$ cat src/rtl/vector_frame_sequencer.sv
`default_nettype none
`timescale 1ns/1ps
// ============================================================================
// Module      : vector_frame_sequencer
// Description : Loads an X/Y point list from a byte stream and replays it
//               on the vector-display DACs, holding each point DWELL ticks.
// Revision    : 1.0 - initial release
// ============================================================================
module vector_frame_sequencer #(
    parameter int         DEPTH    = 32,
    parameter int         DWELL    = 4,
    parameter logic [7:0] HDR_BYTE = 8'hFF
) (
    input  logic       clk,
    input  logic       reset,
    input  logic       tick,
    input  logic       enable,
    input  logic       rx_valid,
    input  logic [7:0] rx_data,
    output logic [7:0] xdac,
    output logic [7:0] ydac,
    output logic       loading,
    output logic       frame_valid,
    output logic       frame_done,
    output logic       load_err
);

    localparam int         c_AW         = (DEPTH > 1) ? $clog2(DEPTH) : 1;
    localparam logic [7:0] c_DEPTH      = 8'(DEPTH);
    localparam logic [7:0] c_DWELL_LAST = 8'(DWELL - 1);

    typedef enum logic [2:0] {
        S_IDLE    = 3'd0,
        S_HDR_CNT = 3'd1,
        S_LOAD_X  = 3'd2,
        S_LOAD_Y  = 3'd3,
        S_PLAY    = 3'd4
    } state_t;

    state_t     r_state;
    logic [7:0] r_cnt;
    logic [7:0] r_wp;
    logic [7:0] r_idx;
    logic [7:0] r_dwell;
    logic [7:0] r_xdac;
    logic [7:0] r_ydac;
    logic       r_loading;
    logic       r_frame_valid;
    logic       r_frame_done;
    logic       r_load_err;

    logic [7:0] r_mem_x [DEPTH];
    logic [7:0] r_mem_y [DEPTH];

    logic w_hdr;
    logic w_cnt_ok;
    logic w_step;
    logic w_last_pt;
    logic w_wp_last;

    assign w_hdr     = rx_valid && (rx_data == HDR_BYTE);
    assign w_cnt_ok  = (rx_data != 8'd0) && (rx_data <= c_DEPTH);
    assign w_step    = tick && enable;
    assign w_last_pt = (r_idx == (r_cnt - 8'd1));
    assign w_wp_last = (r_wp == (r_cnt - 8'd1));

    // Point buffer: contents are don't-care until a complete frame is loaded.
    always_ff @(posedge clk) begin
        if (rx_valid && (r_state == S_LOAD_X)) begin
            r_mem_x[r_wp[c_AW-1:0]] <= rx_data;
        end
        if (rx_valid && (r_state == S_LOAD_Y)) begin
            r_mem_y[r_wp[c_AW-1:0]] <= rx_data;
        end
    end

    always_ff @(posedge clk or posedge reset) begin
        if (reset) begin
            r_state       <= S_IDLE;
            r_cnt         <= 8'd0;
            r_wp          <= 8'd0;
            r_idx         <= 8'd0;
            r_dwell       <= 8'd0;
            r_xdac        <= 8'h80;
            r_ydac        <= 8'h80;
            r_loading     <= 1'b0;
            r_frame_valid <= 1'b0;
            r_frame_done  <= 1'b0;
            r_load_err    <= 1'b0;
        end else begin
            r_frame_done <= 1'b0;
            r_load_err   <= 1'b0;
            case (r_state)
                S_IDLE: begin
                    if (w_hdr) begin
                        r_state   <= S_HDR_CNT;
                        r_loading <= 1'b1;
                    end
                end
                S_HDR_CNT: begin
                    if (rx_valid) begin
                        r_frame_valid <= 1'b0;
                        if (w_cnt_ok) begin
                            r_cnt   <= rx_data;
                            r_wp    <= 8'd0;
                            r_state <= S_LOAD_X;
                        end else begin
                            r_load_err <= 1'b1;
                            r_loading  <= 1'b0;
                            r_state    <= S_IDLE;
                        end
                    end
                end
                S_LOAD_X: begin
                    if (rx_valid) begin
                        r_state <= S_LOAD_Y;
                    end
                end
                S_LOAD_Y: begin
                    if (rx_valid) begin
                        if (w_wp_last) begin
                            r_frame_valid <= 1'b1;
                            r_idx         <= 8'd0;
                            r_dwell       <= 8'd0;
                            r_loading     <= 1'b0;
                            r_state       <= S_PLAY;
                        end else begin
                            r_wp    <= r_wp + 8'd1;
                            r_state <= S_LOAD_X;
                        end
                    end
                end
                S_PLAY: begin
                    // Synchronous buffer read: DACs follow the index one cycle late.
                    r_xdac <= r_mem_x[r_idx[c_AW-1:0]];
                    r_ydac <= r_mem_y[r_idx[c_AW-1:0]];
                    if (w_hdr) begin
                        r_state   <= S_HDR_CNT;
                        r_loading <= 1'b1;
                    end else if (w_step) begin
                        if (r_dwell == c_DWELL_LAST) begin
                            r_dwell <= 8'd0;
                            if (w_last_pt) begin
                                r_idx        <= 8'd0;
                                r_frame_done <= 1'b1;
                            end else begin
                                r_idx <= r_idx + 8'd1;
                            end
                        end else begin
                            r_dwell <= r_dwell + 8'd1;
                        end
                    end
                end
                default: begin
                    r_state   <= S_IDLE;
                    r_loading <= 1'b0;
                end
            endcase
        end
    end

    assign xdac        = r_xdac;
    assign ydac        = r_ydac;
    assign loading     = r_loading;
    assign frame_valid = r_frame_valid;
    assign frame_done  = r_frame_done;
    assign load_err    = r_load_err;

endmodule
`default_nettype wire
$ cat config.mk
export PLATFORM = sky130hd
export DESIGN_NAME = vector_frame_sequencer
export DESIGN_NICKNAME = d
export VERILOG_FILES = /design/src/rtl/vector_frame_sequencer.sv
export SDC_FILE = /design/constraint.sdc
export NUM_CORES = 1
export LEC_CHECK = 0
export CAP_MARGIN = 20
export CORE_ASPECT_RATIO = 1.75
export CORE_UTILIZATION = 40
export CTS_CLUSTER_SIZE = 25
export DETAILED_ROUTE_END_ITERATION = 10
export PLACE_DENSITY = 0.65
export SLEW_MARGIN = 20
export SYNTH_ARGS = -nofsm -noshare
export SYNTH_HDL_FRONTEND = slang
export SYNTH_SLANG_ARGS = --single-unit
$ cat constraint.sdc
create_clock -name clk -period 3.4 [get_ports clk]
set_input_delay 0.34 -clock clk [delete_from_list [all_inputs] [get_ports clk]]
set_output_delay 0.34 -clock clk [all_outputs]
set_load 0.05 [all_outputs]
Fig. 1: I/O nets highlighted
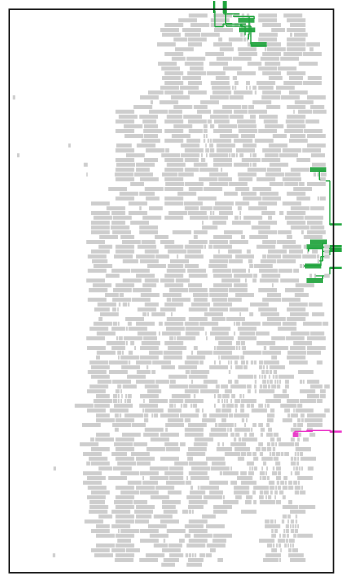
port	color	bits	direction	edge	end cells	buffers	wire
`tick`	magenta	1	input	right	1	1	26.7 µm
`xdac`	green	8	output	5 right, 3 top	8	8	223 µm
I/O pin count: 33
count of buffers from port buffering: 32

Fig. 2: clock distribution
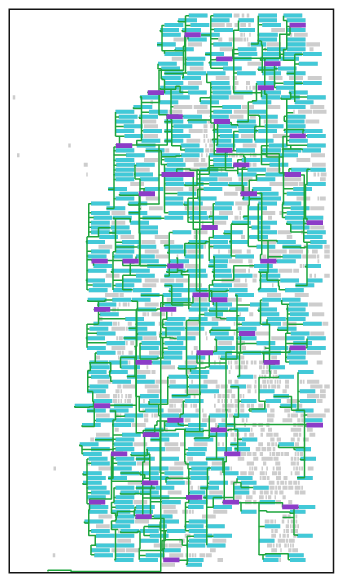
[clock wires] green | length: 6000 µm
[clock drivers] purple | count: 46
[flip-flops] cyan | count: 567
routed clock nets	47
clk_lat worst skew: 570 ps
power attributed to the clock group: 5.28 mW

Fig. 3: cell outlines without signal wires
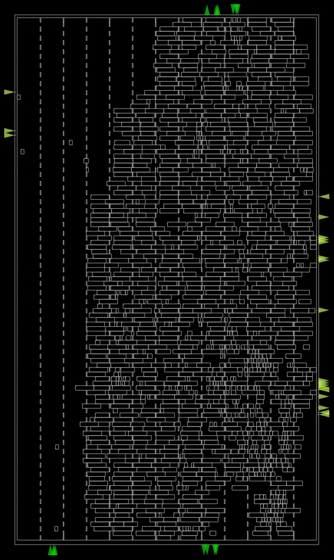
share of cell area taken by flip-flops and latches: 64.8%
Well-Tap Cells: 702
share of the core filled with cells: 46.1%

==> flow_summary.toml <==
# flow metrics
[status]
outcome = "completed"

[cts]
cts_max_level = 2
cts_hold_repair.buffers = 0
cts_buffer_depth = 3
clkTransAtPathRegs_ps = 70
cts_sinks = 567
ctsRootBufferMaster = "clkbuf_16"
cts_buffers = 46

[detailed_routing]
post_drt_wl_per_cell_um = 25.7
route.detailed.drc = 0
drt-vias-per-instance = 5.56
dr.first_iter.drc_count = 883
drtAntennaViolNets = 0

[grt]
number_of_antenna_violations_at_the_first_check_in_global_routing = 0
grt_pass1_wl_mm = 75.9
globalRouteMet1Util_pct = 19.8
groute.usage.overall_pct = 18.2
grt_util_met3_pct = 1.78
grt_start_max_net_pins = 69

[critical_path]
timing.critical_path.max_delay_family = "simple AND/OR/NAND/NOR gates"
timing.critical_path.cells = "inv_1, ha_1, nor3b_4, xnor2_1, a2111o_1, or4_4, o21ai_4, nand3_4, o31ai_1"
critPathLaunchType = "register"
worst_path_depth = 9
critPathCaptureType = "register"
required_ps = 3850
data_arrival_at_the_endpoint_of_the_critical_path_ps = 3410

[placement]
area_of_placed_instances_um2 = 24400
detailed_place_hpwl_mm = 34.1
gpl.final_weighted_congestion = 0.849
dpl_worst_slack_ps = 432

[final_layout]
fin_cells = 1986
layout.area.seq_um2 = 16800
clockNetworkAreaShare_pct = 5.63
mostFrequentLayoutCell = "edfxtp_1"
numSequentialCells = 567
syn2layout_area_growth_pct = 13.9
design_area_um2 = 25900
area.combinational_um2 = 5690

[pwr]
pwr.group.sequential_mw = 8.10
power.internal_mw = 11.8
power_mw = 16.0
power_density_nw_per_um2 = 617
top_power_group = "sequential cells"

[yosys]
ys_sh_adder_pct = 0.386
ys_seq_share_pct = 73.8
ys_sh_xor_pct = 0.617
ys_seq_elements = 567
syn_area_per_cell_um2 = 19.9
synthTopCellsByArea = "edfxtp_1 (68%), mux4_2 (16%), dfrtp_1 (5.8%)"
synth.top_cells.by_count = "edfxtp_1 (512), mux4_2 (160), nor2_1 (92)"
synth-edff-count = 512
netlist_area_um2 = 22700
synthDominantCellAreaShare_pct = 67.7

[timing]
setup_repair_after_global_routing_missed_its_margin = "false"
setup_slack_ps = 440
fmax_ghz = 0.338

[hold_path]
worst_hold_startpoint = "rx_data[4]"
timing.hold.worst_path_depth = 1

[floorplanning]
floorplanUtilization_pct = 40.5
chipHeight_um = 317
Power figures rest on the tool's default switching activity, not on a simulated workload.
